File: src/rtl/ps2_key_ctrl_if.sv
// rtl/ps2_key_ctrl_if.sv - scancode input and key event output bundle for ps2_key_ctrl
interface ps2_key_ctrl_if;
  logic [7:0] rx_data;
  logic       rx_ready;
  logic [4:0] key_code;
  logic       key_valid;
  logic       key_ack;
  logic       overflow;

  modport master (
    output rx_data, rx_ready, key_ack,
    input  key_code, key_valid, overflow
  );

  modport slave (
    input  rx_data, rx_ready, key_ack,
    output key_code, key_valid, overflow
  );
endinterface

File: src/rtl/ps2_key_ctrl.sv
// rtl/ps2_key_ctrl.sv - PS/2 set-2 scancode decoder feeding a small key event FIFO
// Only make codes produce events; prefixed sequences abandon after TIMEOUT_CYCLES idle clocks.
module ps2_key_ctrl #(
  parameter int TIMEOUT_CYCLES = 100000,
  parameter int FIFO_DEPTH     = 4
) (
  input logic           clk,
  input logic           reset,
  ps2_key_ctrl_if.slave kbd
);
  localparam int TMO_W = $clog2(TIMEOUT_CYCLES + 1);
  localparam int PTR_W = $clog2(FIFO_DEPTH);
  localparam int CNT_W = PTR_W + 1;
  localparam logic [TMO_W-1:0] TMO_LAST = TMO_W'(TIMEOUT_CYCLES - 1);
  localparam logic [CNT_W-1:0] CNT_FULL = CNT_W'(FIFO_DEPTH);

  typedef enum logic [1:0] {IDLE, EXT, BRK, EXT_BRK} state_t;

  state_t             r_state, w_next_state;
  logic [TMO_W-1:0]   r_tmo;
  logic [4:0]         r_mem [FIFO_DEPTH];
  logic [PTR_W-1:0]   r_wr_ptr, r_rd_ptr;
  logic [CNT_W-1:0]   r_count;
  logic               r_overflow;
  logic               w_push, w_pop, w_full, w_wr, w_tmo_hit;
  logic [4:0]         w_push_code, w_base_code, w_ext_code;

  function automatic logic [4:0] f_base_map(input logic [7:0] b);
    case (b)
      8'h16, 8'h69: return 5'h01;
      8'h1E, 8'h72: return 5'h02;
      8'h26, 8'h7A: return 5'h03;
      8'h25, 8'h6B: return 5'h04;
      8'h2E, 8'h73: return 5'h05;
      8'h36, 8'h74: return 5'h06;
      8'h3D, 8'h6C: return 5'h07;
      8'h3E, 8'h75: return 5'h08;
      8'h46, 8'h7D: return 5'h09;
      8'h45, 8'h70, 8'h66: return 5'h0E;
      8'h5A: return 5'h0F;
      8'h76: return 5'h10;
      default: return 5'h00;
    endcase
  endfunction

  function automatic logic [4:0] f_ext_map(input logic [7:0] b);
    case (b)
      8'h75: return 5'h0A;
      8'h72: return 5'h0B;
      8'h6B: return 5'h0C;
      8'h74: return 5'h0D;
      8'h71: return 5'h0E;
      8'h5A: return 5'h0F;
      default: return 5'h00;
    endcase
  endfunction

  assign w_base_code = f_base_map(kbd.rx_data);
  assign w_ext_code  = f_ext_map(kbd.rx_data);
  // A fresh byte always wins over the timeout on the same cycle
  assign w_tmo_hit   = (r_state != IDLE) && !kbd.rx_ready && (r_tmo == TMO_LAST);

  always_ff @(posedge clk or negedge reset) begin
    if (!reset) begin
      r_state <= IDLE;
      r_tmo   <= '0;
    end else begin
      r_state <= w_next_state;
      if (r_state == IDLE || kbd.rx_ready || w_tmo_hit) r_tmo <= '0;
      else                                               r_tmo <= r_tmo + 1'b1;
    end
  end

  always_comb begin
    w_next_state = r_state;
    w_push       = 1'b0;
    w_push_code  = 5'h00;
    if (w_tmo_hit) begin
      w_next_state = IDLE;
    end else if (kbd.rx_ready) begin
      case (r_state)
        IDLE: begin
          if (kbd.rx_data == 8'hE0)      w_next_state = EXT;
          else if (kbd.rx_data == 8'hF0) w_next_state = BRK;
          else if (w_base_code != 5'h00) begin
            w_push      = 1'b1;
            w_push_code = w_base_code;
          end
        end
        EXT: begin
          if (kbd.rx_data == 8'hF0)      w_next_state = EXT_BRK;
          else if (kbd.rx_data == 8'hE0) w_next_state = EXT;
          else begin
            w_next_state = IDLE;
            if (w_ext_code != 5'h00) begin
              w_push      = 1'b1;
              w_push_code = w_ext_code;
            end
          end
        end
        default: w_next_state = IDLE;
      endcase
    end
  end

  assign w_full = (r_count == CNT_FULL);
  assign w_pop  = kbd.key_ack && (r_count != '0);
  assign w_wr   = w_push && (!w_full || w_pop);

  always_ff @(posedge clk or negedge reset) begin
    if (!reset) begin
      for (int i = 0; i < FIFO_DEPTH; i++) r_mem[i] <= '0;
      r_wr_ptr   <= '0;
      r_rd_ptr   <= '0;
      r_count    <= '0;
      r_overflow <= 1'b0;
    end else begin
      if (w_wr) begin
        r_mem[r_wr_ptr] <= w_push_code;
        r_wr_ptr        <= r_wr_ptr + 1'b1;
      end
      if (w_pop) r_rd_ptr <= r_rd_ptr + 1'b1;
      case ({w_wr, w_pop})
        2'b10:   r_count <= r_count + 1'b1;
        2'b01:   r_count <= r_count - 1'b1;
        default: r_count <= r_count;
      endcase
      r_overflow <= w_push && w_full && !w_pop;
    end
  end

  assign kbd.key_valid = (r_count != '0);
  assign kbd.key_code  = (r_count != '0) ? r_mem[r_rd_ptr] : 5'h00;
  assign kbd.overflow  = r_overflow;
endmodule

File: src/flat_wrapper.sv
// flat-port wrapper written by rule: the top's interface ports become plain ports
module ps2_key_ctrl_flat 
#(
  parameter int TIMEOUT_CYCLES = 100000,
  parameter int FIFO_DEPTH     = 4
)
  (clk, reset, kbd_rx_data, kbd_rx_ready, kbd_key_ack, kbd_key_code, kbd_key_valid, kbd_overflow);
  ps2_key_ctrl_if kbd_i ();
  input logic clk;
  input logic reset;
  input wire logic [$bits(kbd_i.rx_data)-1:0] kbd_rx_data;
  input wire logic [$bits(kbd_i.rx_ready)-1:0] kbd_rx_ready;
  input wire logic [$bits(kbd_i.key_ack)-1:0] kbd_key_ack;
  output wire logic [$bits(kbd_i.key_code)-1:0] kbd_key_code;
  output wire logic [$bits(kbd_i.key_valid)-1:0] kbd_key_valid;
  output wire logic [$bits(kbd_i.overflow)-1:0] kbd_overflow;
  assign kbd_i.rx_data = kbd_rx_data;
  assign kbd_i.rx_ready = kbd_rx_ready;
  assign kbd_i.key_ack = kbd_key_ack;
  assign kbd_key_code = kbd_i.key_code;
  assign kbd_key_valid = kbd_i.key_valid;
  assign kbd_overflow = kbd_i.overflow;
  ps2_key_ctrl #(.TIMEOUT_CYCLES(TIMEOUT_CYCLES), .FIFO_DEPTH(FIFO_DEPTH)) u_core (.clk(clk), .reset(reset), .kbd(kbd_i));
endmodule
File: config.mk
export PLATFORM = sky130hd
export DESIGN_NAME = ps2_key_ctrl_flat
export DESIGN_NICKNAME = d
export VERILOG_FILES = /design/src/rtl/ps2_key_ctrl_if.sv /design/src/rtl/ps2_key_ctrl.sv /design/src/flat_wrapper.sv
export SDC_FILE = /design/constraint.sdc
export NUM_CORES = 1
export LEC_CHECK = 0
export CORE_MARGIN = 2
export CORE_UTILIZATION = 47
export CTS_BUF_LIST = sky130_fd_sc_hd__clkbuf_8
export DETAILED_ROUTE_END_ITERATION = 10
export GPL_ROUTABILITY_DRIVEN = 1
export GPL_TIMING_DRIVEN = 0
export PLACE_DENSITY = 0.65
export SYNTH_ARGS = -nofsm -noshare
export SYNTH_HDL_FRONTEND = slang
export SYNTH_SLANG_ARGS = --single-unit
export TNS_END_PERCENT = 5
File: constraint.sdc
create_clock -name clk -period 2.9 [get_ports clk]
set_clock_uncertainty 0.05 [all_clocks]
set_input_delay 0.435 -clock clk [delete_from_list [all_inputs] [get_ports clk]]
set_output_delay 0.435 -clock clk [all_outputs]
set_load 0.02 [all_outputs]
Fig. 1: run 1, clock routing
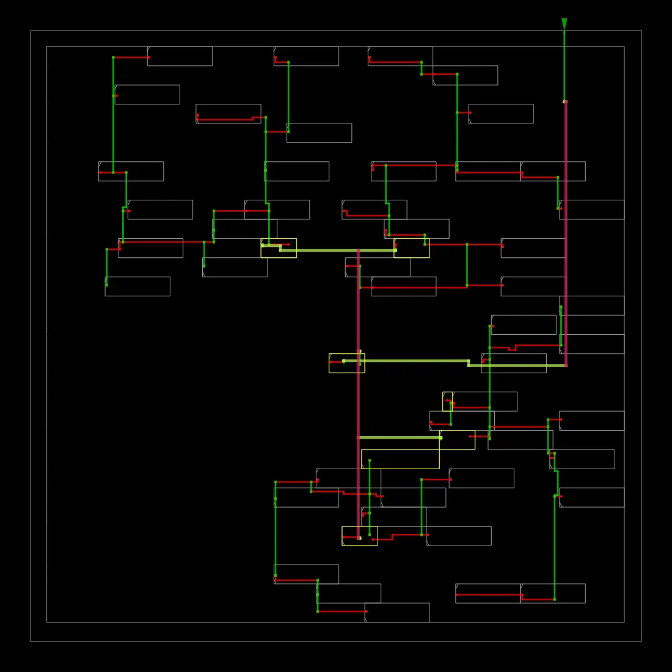
# clk buffers: 5
worst skew pair latency: 0.30 ns

Fig. 2: run 1, signal wires by layer
Two of the layers only.
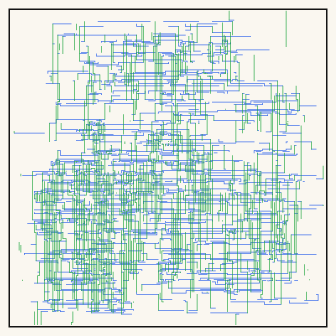
Key: M2 = green [wire length 3950 um]; M1 = blue [wire length 3910 um]
GR Util All Layers: 0.242
routed len/inst: 17.2 um
vias: 2998
DRT Wirelength: 8410 um

==> Changelog: implementation, run 1 <==
### Changed

* Synth Net Count at about 370
* Final Cycle Share at 1.06
* Number of enable flip-flop cells at 0
* FF/Latch Area at 1180 um^2
* Reg clk slew, reported paths at about 0.090 ns
* Placed Area at 3510 um^2
* Core area at approximately 6700 um^2
* Period minus WS final at approximately 3 ns
* Signal buffers at a little under 70
* Met1 wire length at roughly 3900 um
* Total CTS buffers at 5
* Comb group at just over 900 uW
* Crit-path max cell delay at about 0.54 ns
* Met2 Track Usage GR at 0.380
* Slew HR at 0.501
* Syn-to-layout area delta at 25.6%
* Die height at approximately 87 um
* Signal buf overhead at 0.141
* Power share of the sequential group at 0.396
* Setup ws final at -0.179 ns
* CP Cell Sequence: buf_6, buf_6, buf_6, or4b_4, a211oi_4, nor3_2, and3_4, a311o_1, or2_1, ha_2, inv_2, fa_2, xor2_1, nor2_1, xor2_1
* Gr busiest metal: met2
* CTS sink cnt at 47
* Setup tns final at -0.952 ns
* Metal3 WL at 306 um
* Pins Over Slew Limit at 0
* Commonest flop: dfrtp_1
* FP Rows at 30
* Dominant kind of cell: logic gates
* Hold Crit Start: u_core.r_count[2]$_DFFE_PN0P_
* Number of well taps at roughly 80
* Hold crit path type: flop to flop
* First-pass GRT wire length at between 10000 and 15000 um
* Pwr top: combinational cells
* Gate power share at 0.400
* Worst Setup End Kind: flop
* Share of cells above drive strength 1 at 0.230
* Final Hold Fails at 0
* M3 GR Usage at 0.0333
* Synth flops at 47
* Synth Area in Simple Gates at 0.280
* Biggest combinational cell group after synthesis: simple AND/OR/NAND/NOR gates
* Met2 WL at 3950 um
* Logic share of the area at 0.498
* Crit Path Class: input pin to flop
* Final ANT Viol Nets at 0
* Layout Utilization at 0.603
* Status: finished, violations left
* Complex Gates by Area at 0.179
* H-tree lvl count at 2
* Top sig layer: met4
* Ys cells at 351
* GP Congestion at 0.923
* Setup crit start kind: input pin
* Initial antenna violation count at 0
* Synth Seq Share at 0.367
* Die area at approximately 7500 um^2
* Seq pwr at ~900 uW
* P_leak at 0.00156 uW
* MI comb area at 2010 um^2
* Post-DP HPWL at about 5600 um
* Crit-path slowest cell: or4b_4
* Filler Cell Count at 587
* Net Switching at between 800 and 900 uW
* Clock power frac at 0.204
* Cells on worst reg2reg path at 11
* Pre-Place Util at 0.480
* Final setup viols at 10
* Violated checks: negative setup slack
* Total inserted antenna cells at 0
* Switching share of power at 0.353
* Worst Max-Slew Pin Slew at 0.742 ns
* Hold Worst Slack at 0.435 ns
* First-pass iteration count of the detailed router at 4
* Internal power at ~1500 uW
Fig. 3: run 1, wires at chosen ports, followed through buffers
The bar under the picture is 20 um long.
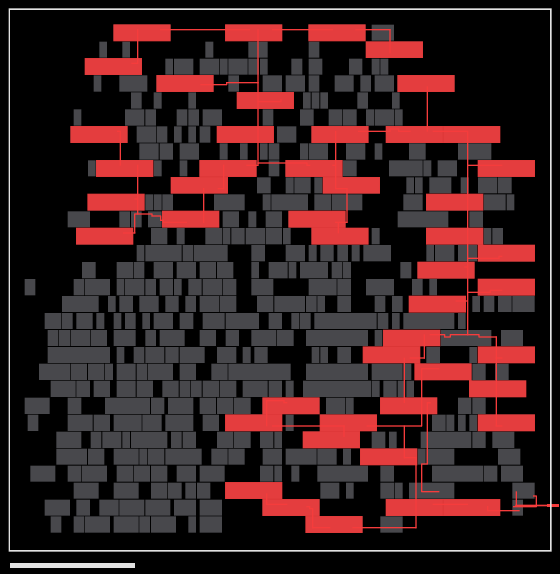
Key: reset = red [bits 1, direction input, edge east, end cells 47, buffers 3, wire 384 um]
IO Pins: 19
Port Buf Inserts: 17

run 1: synth_stat cells (all sizes together), types with 2 or more instances:
cell type  instances  area, um^2
o32ai              4        35.0
dfrtp             47        1180
a21oi              4        20.0
a31oi              2        12.5
nor4bb             2        20.0
ha                 6        75.1
o2bb2ai            4        35.0
nor3              12        60.1
and3               4        25.0
or2                2        12.5
nand2b            11        68.8
mux4               5         113
a221o              2        20.0
nand2             41         154
a2111oi            5         120
nand4              7        43.8
o21ai             14        70.1
or3b               2        17.5
nand4b             5        43.8
or3                7        43.8
or4bb              3        33.8
o22ai             15        93.8
nand4bb            3        33.8
nor4               3        18.8
xor2              11        96.3
nor4b              5        50.0
buf                9        52.6
a211o              3        26.3
and2               6        37.5
inv               19        71.3
nor2              24        90.1
o31ai              2        15.0
clkbuf            10        38.8
a211oi             4        30.0
nand3b             3        22.5
xnor2              9        78.8
o311ai             2        17.5
nand3             18        90.1
run 1: state kept, by name, summed over array words and instances, names as in the netlist:
signal	flops
u_core.kbd.overflow	1
u_core.r_count	3
u_core.r_mem	20
u_core.r_rd_ptr	2
u_core.r_state	2
u_core.r_tmo	17
u_core.r_wr_ptr	2
run 1: what timing repair did:
action                     in CTS  in global routing
pin swaps                      18                 16
setup endpoints to repair      24                 15
gates resized                  61                 13
buffers inserted               33                  4
hold buffers                    1                  0
hold endpoints to repair       11                  0
run 1: logic make-up after synthesis:
group | count (synthesis)
buffers and inverters | 39
AOI/OAI and AO/OA | 70
xor gates and xnor gates | 20
and+or+nand+nor | 162
adders and majority gates | 7
muxes | 6
DFF | 47
run 1: placed cells by master, fill, tap and decap left out, types with 6 or more instances in the layout:
| master | count |
|---|---|
| xor2_1 | 11 |
| clkbuf_8 | 6 |
| nand2b_1 | 11 |
| buf_6 | 9 |
| o22ai_1 | 14 |
| nor3_1 | 11 |
| buf_4 | 31 |
| nand3_1 | 18 |
| nor2_1 | 24 |
| dfrtp_1 | 47 |
| clkdlybuf4s50_1 | 9 |
| and2_1 | 6 |
| nand4_1 | 7 |
| inv_1 | 19 |
| o21ai_0 | 7 |
| xnor2_1 | 9 |
| nand2_1 | 41 |
run 1: worst max-delay path, delay by kind of cell:
| kind | cells | cell delay, ns |
|---|---|---|
| fa+ha+maj | 2 | 0.38 |
| simple gates | 5 | 1.11 |
| xor+xnor | 2 | 0.27 |
| compound gates | 2 | 0.63 |
| buf+inv | 4 | 0.37 |
run 1: worst max-delay path by stage:
stage / slack, ns / end / start / depth (start not counted)
2_1_floorplan: -0.22 / u_core.r_count[2]$_DFFE_PN0P_ / kbd_rx_data[1] / 14
3_3_place_gp: -1.08 / u_core.r_count[2]$_DFFE_PN0P_ / kbd_rx_data[2] / 15
3_5_place_dp: -1.11 / u_core.r_count[2]$_DFFE_PN0P_ / kbd_rx_data[2] / 15
4_1_cts: -0.19 / u_core.r_count[2]$_DFFE_PN0P_ / kbd_rx_data[3] / 15
5_1_grt: -0.27 / u_core.r_count[2]$_DFFE_PN0P_ / kbd_rx_data[3] / 15
6_report: -0.18 / u_core.r_count[2]$_DFFE_PN0P_ / kbd_rx_data[3] / 15
Fig. 4: run 1, close-up of the layout
Window x 2 to 42, y 45 to 85 um. Cells in grey, sequential cells in the stronger grey; small squares are vias.
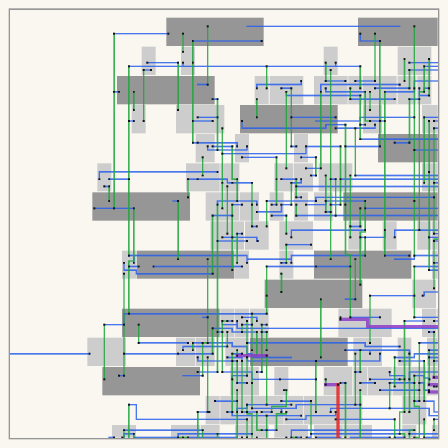

--- run 2 (diff from run 1) ---
--- a/config.mk
+++ b/config.mk
@@ -6,12 +6,12 @@
 export NUM_CORES = 1
 export LEC_CHECK = 0
 export CORE_MARGIN = 2
-export CORE_UTILIZATION = 47
+export CORE_UTILIZATION = 56
 export CTS_BUF_LIST = sky130_fd_sc_hd__clkbuf_8
 export DETAILED_ROUTE_END_ITERATION = 10
 export GPL_ROUTABILITY_DRIVEN = 1
 export GPL_TIMING_DRIVEN = 0
-export PLACE_DENSITY = 0.65
+export PLACE_DENSITY = 0.76
 export SYNTH_ARGS = -nofsm -noshare
 export SYNTH_HDL_FRONTEND = slang
 export SYNTH_SLANG_ARGS = --single-unit
Fig. 5: run 2, close-up of the layout
Window x 0 to 40, y 40 to 80 um. Cells in grey, sequential cells in the stronger grey; small squares are vias.
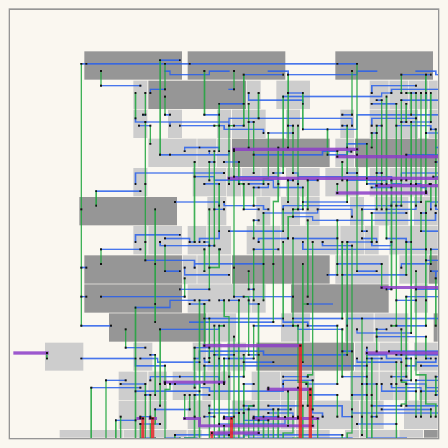
Key: M1 = blue; M3 = purple; M4 = red; M2 = green
Most frequent: nor2_1 (13), dfrtp_1 (13), nand3_1 (9). Netlist names of flops here include u_core.r_tmo (11), u_core.r_state (2). Sequential cells in the window: 13. 96 logic cells have their middle in the window.

Fig. 6: run 2, wires at chosen ports, followed through buffers
The bar under the picture is 20 um long.
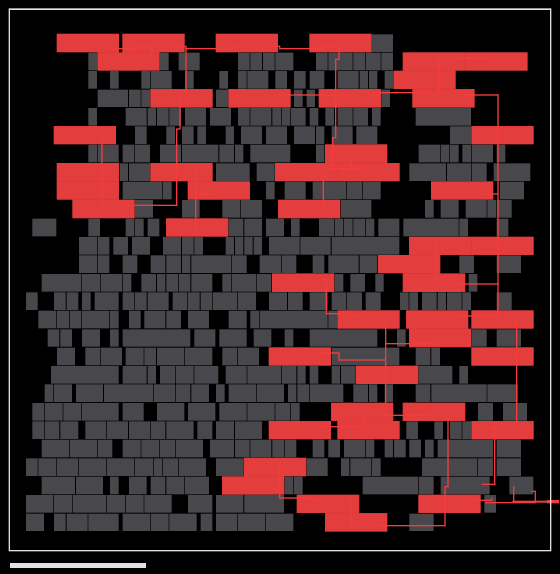
Key: reset = red [bits 1, direction input, edge east, end cells 47, buffers 3, wire 358 um]

Fig. 7: run 2, clock routing
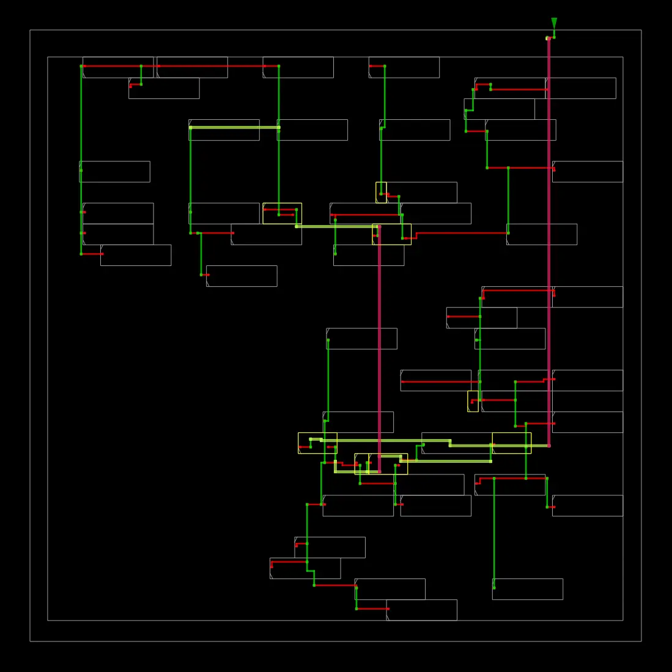
total CTS buffers: 5
Flops: 47
CTS sink cnt: 47

==> Changelog: implementation, run 2 <==
### Changed

* Status: finished, violations left
* Violated checks: negative setup slack
* Vias in the first global route at around 3000
* Core area at 5510 um^2
* Total inserted antenna cells at 0
* Crit Path Class: input pin to flop
* Met2 Track Usage GR at 0.447
* Cell Type Count at ~60
* Setup ws final at -0.133 ns
* Mean post-synth cell area at around 9.1 um^2
* Synth Net Count at ~370
* CTS root buf: clkbuf_8
* Detailed Route Iter0 Violations at approximately 330
* Highest Clock Rate at approximately 330 MHz
* Net Switching at about 820 uW
* Die height at between 70 and 80 um
* Via density at approximately 6.3
* Final Hold Fails at 0
* Most numerous logic cell after layout: dfrtp_1
* Die X at ~80 um
* Gate power share at 0.424
* RSZ-0062 raised after global routing: yes
* P_leak at between 0.0015 and 0.002 uW
* Pins Over Slew Limit at 0
* OpenROAD warnings at 32
* Slew HR at 0.471
* Maximum VDD drop at around 0.38 mV
* Synth flops at about 47
* Power share of the sequential group at 0.410
* Top cells excl fill/tap: dfrtp_1 (47), nand2_1 (41), buf_4 (32)
* Die area at between 6000 and 7000 um^2
* Final nets at roughly 440
* GR Util All Layers at 0.285
* Hold path cells at 1
* Hold Crit Start: u_core.r_tmo[0]$_DFF_PN0_
* Synthesis area per yosys at about 3200 um^2
* Cells on worst reg2reg path at 10
* Met1 Use GR at 0.393
* Initial antenna violation count at 0
* Synth top area share at 0.367
* Number of flip-flops in the largest register at 20
* Switching share of power at 0.367
* R2R setup slack at ~0.15 ns
* CTS tree: yes
* Share of cells above drive strength 1 at 0.254
* Post-route DRC at 0
* Setup crit start kind: input pin
* Syn-to-layout area delta at 27.8%
* Synth warn at 0
* Post-Layout Cell Count at 489
* Total power draw at between 2000 and 2500 uW
* Worst skew pair latency at about 0.30 ns
* Biggest regs: u_core.r_mem x20, u_core.r_tmo x17, u_core.r_count x3
* Critical path fanouts, max at 4
* Synth area leader: dfrtp_1
* M3 GR Usage at 0.0396
* Largest net degree at the start of global routing at 34
* Period minus WS final at 3.03 ns
* FP Rows at 27
* Top cells by area: dfrtp_1 (37%), nand2_1 (4.8%), mux4_2 (3.5%), a2111oi_4 (3.4%), xor2_1 (3.0%)
* Placed Cells at roughly 440
* Pre-Place Util at 0.582
* IO Pins at 19
* Count leader, synth: dfrtp_1
* Synth Seq Share at 0.367
* Commonest cells post-synth: dfrtp_1 (47), nand2_1 (41), nor2_1 (24)
* Synth async-reset ratio at 1.00
* Final Cycle Share at 1.05
* Top reg by flops: u_core.r_mem
* Clock power frac at 0.167
* Reg2reg end: u_core.r_count[2]$_DFFE_PN0P_
* MaxCap Viol Count at 0
* Commonest flop: dfrtp_1
* Hold Worst Slack at between 0.4 and 0.5 ns
* Cells after Synth at 351
* Post-DP HPWL at around 5600 um
* DRT Wirelength at 9000 um
* Internal power at between 1000 and 1500 uW
* Vias at around 3100
* Power Density at between 500 and 600 nW/um^2
* Gr ovfl total at 0
* Port Buf Inserts at 17
* GP Congestion at slightly below 1
* Worst Hold Endpoint: u_core.r_tmo[0]$_DFF_PN0_
* Worst Path Arrival at between 3 and 4 ns
* Reg clk slew, reported paths at 0.08 ns
* Number of enable flip-flop cells at 0
* First-pass iteration count of the detailed router at 5
* First-pass GRT wire length at between 10000 and 15000 um
* H-tree lvl count at 2
* FF-to-FF Start: u_core.r_tmo[5]$_DFF_PN0_
* Mapped cell area at 3210 um^2
* Worst-case clock buffer depth at 2
* CP required at just over 3 ns
* Hold crit path type: flop to flop
* Worst Setup End Kind: flop
* Routed len/inst at approximately 18 um
* Final setup viols at 3
* Final ANT Viol Nets at 0
* Worst Max-Slew Pin Slew at roughly 0.8 ns
* Gr busiest metal: met2
* Ys cells at 351
## run 2: kinds of logic after synthesis
group	after synthesis	synth area share
DFF	47	0.367
xor gates and xnor gates	20	0.0546
and+or+nand+nor	162	0.280
muxes	6	0.0382
buffers and inverters	39	0.0519
AOI/OAI and AO/OA	70	0.179
adders and majority gates	7	0.0297
## run 2: cell type report
type / count / area, um^2
clock buffers: 5 / 68.8
plain buffers: 17 / 125
multi-input cells: 265 / 2030
fillers: 379 / 1410
inverters: 20 / 75.1
repair buffers: 60 / 520
clock inverters: 3 / 12.5
well taps: 72 / 90.1
flip-flops and latches: 47 / 1180
## run 2: worst max-delay path by stage
stage                   startpoint                            end  slack [ns]  depth (start not counted)
floorplan           kbd_rx_data[1]  u_core.r_count[2]$_DFFE_PN0P_       -0.22                         14
global placement    kbd_rx_data[2]  u_core.r_count[2]$_DFFE_PN0P_       -1.06                         15
detailed placement  kbd_rx_data[2]  u_core.r_count[2]$_DFFE_PN0P_       -1.11                         15
CTS                 kbd_rx_data[3]  u_core.r_count[2]$_DFFE_PN0P_       -0.21                         15
global route        kbd_rx_data[3]  u_core.r_count[2]$_DFFE_PN0P_       -0.23                         15
finish              kbd_rx_data[3]  u_core.r_count[2]$_DFFE_PN0P_       -0.13                         15
## run 2: layer usage
metal	vias up	share of wire
met5	-	0
met4	0	0.039
met3	41	0.075
met2	168	0.48
met1	1471	0.41
li1	1421	-
## run 2: critical path: stages
cell and delay, ns:
buf_6 0.10, buf_6 0.11, or4b_4 0.50, a211oi_4 0.27, buf_4 0.17, nor3_2 0.04, and3_4 0.20, a311o_1 0.34
or2_1 0.23, ha_2 0.20, inv_2 0.06, fa_2 0.19, xor2_1 0.13, nor2_1 0.06, xor2_1 0.13
## run 2: power by group through the flow
stage	registers, uW	clock network [uW]	logic (uW)
6_report	909	370	940
5_1_grt	920	404	1040
4_1_cts	907	380	896
3_5_place_dp	918	0	858
3_3_place_gp	904	0	826
2_1_floorplan	878	0	621
## run 2: stage by stage
stage / worst slack [ns] / TNS (ns) / cell area [um^2] / utilization
after floorplan: -0.218 / -0.426 / 3220 / -
after global placement: -1.06 / -10.82 / 3480 / 0.632
after detailed placement: -1.11 / -12.35 / 3500 / 0.635
after CTS: -0.214 / -0.991 / 3900 / 0.708
after global routing: -0.226 / -0.820 / 4100 / 0.744
final: -0.133 / -0.251 / 4100 / 0.744
## run 2: timing repair
item                                    in CTS  in global routing
pin swaps                                   16                 22
gates resized                               55                 38
setup buffers                               28                 14
hold endpoints to repair                     4                  0
hold buffers                                 1                  0
endpoints found under the setup margin      23                 12
Power and IR drop assume default switching activity.
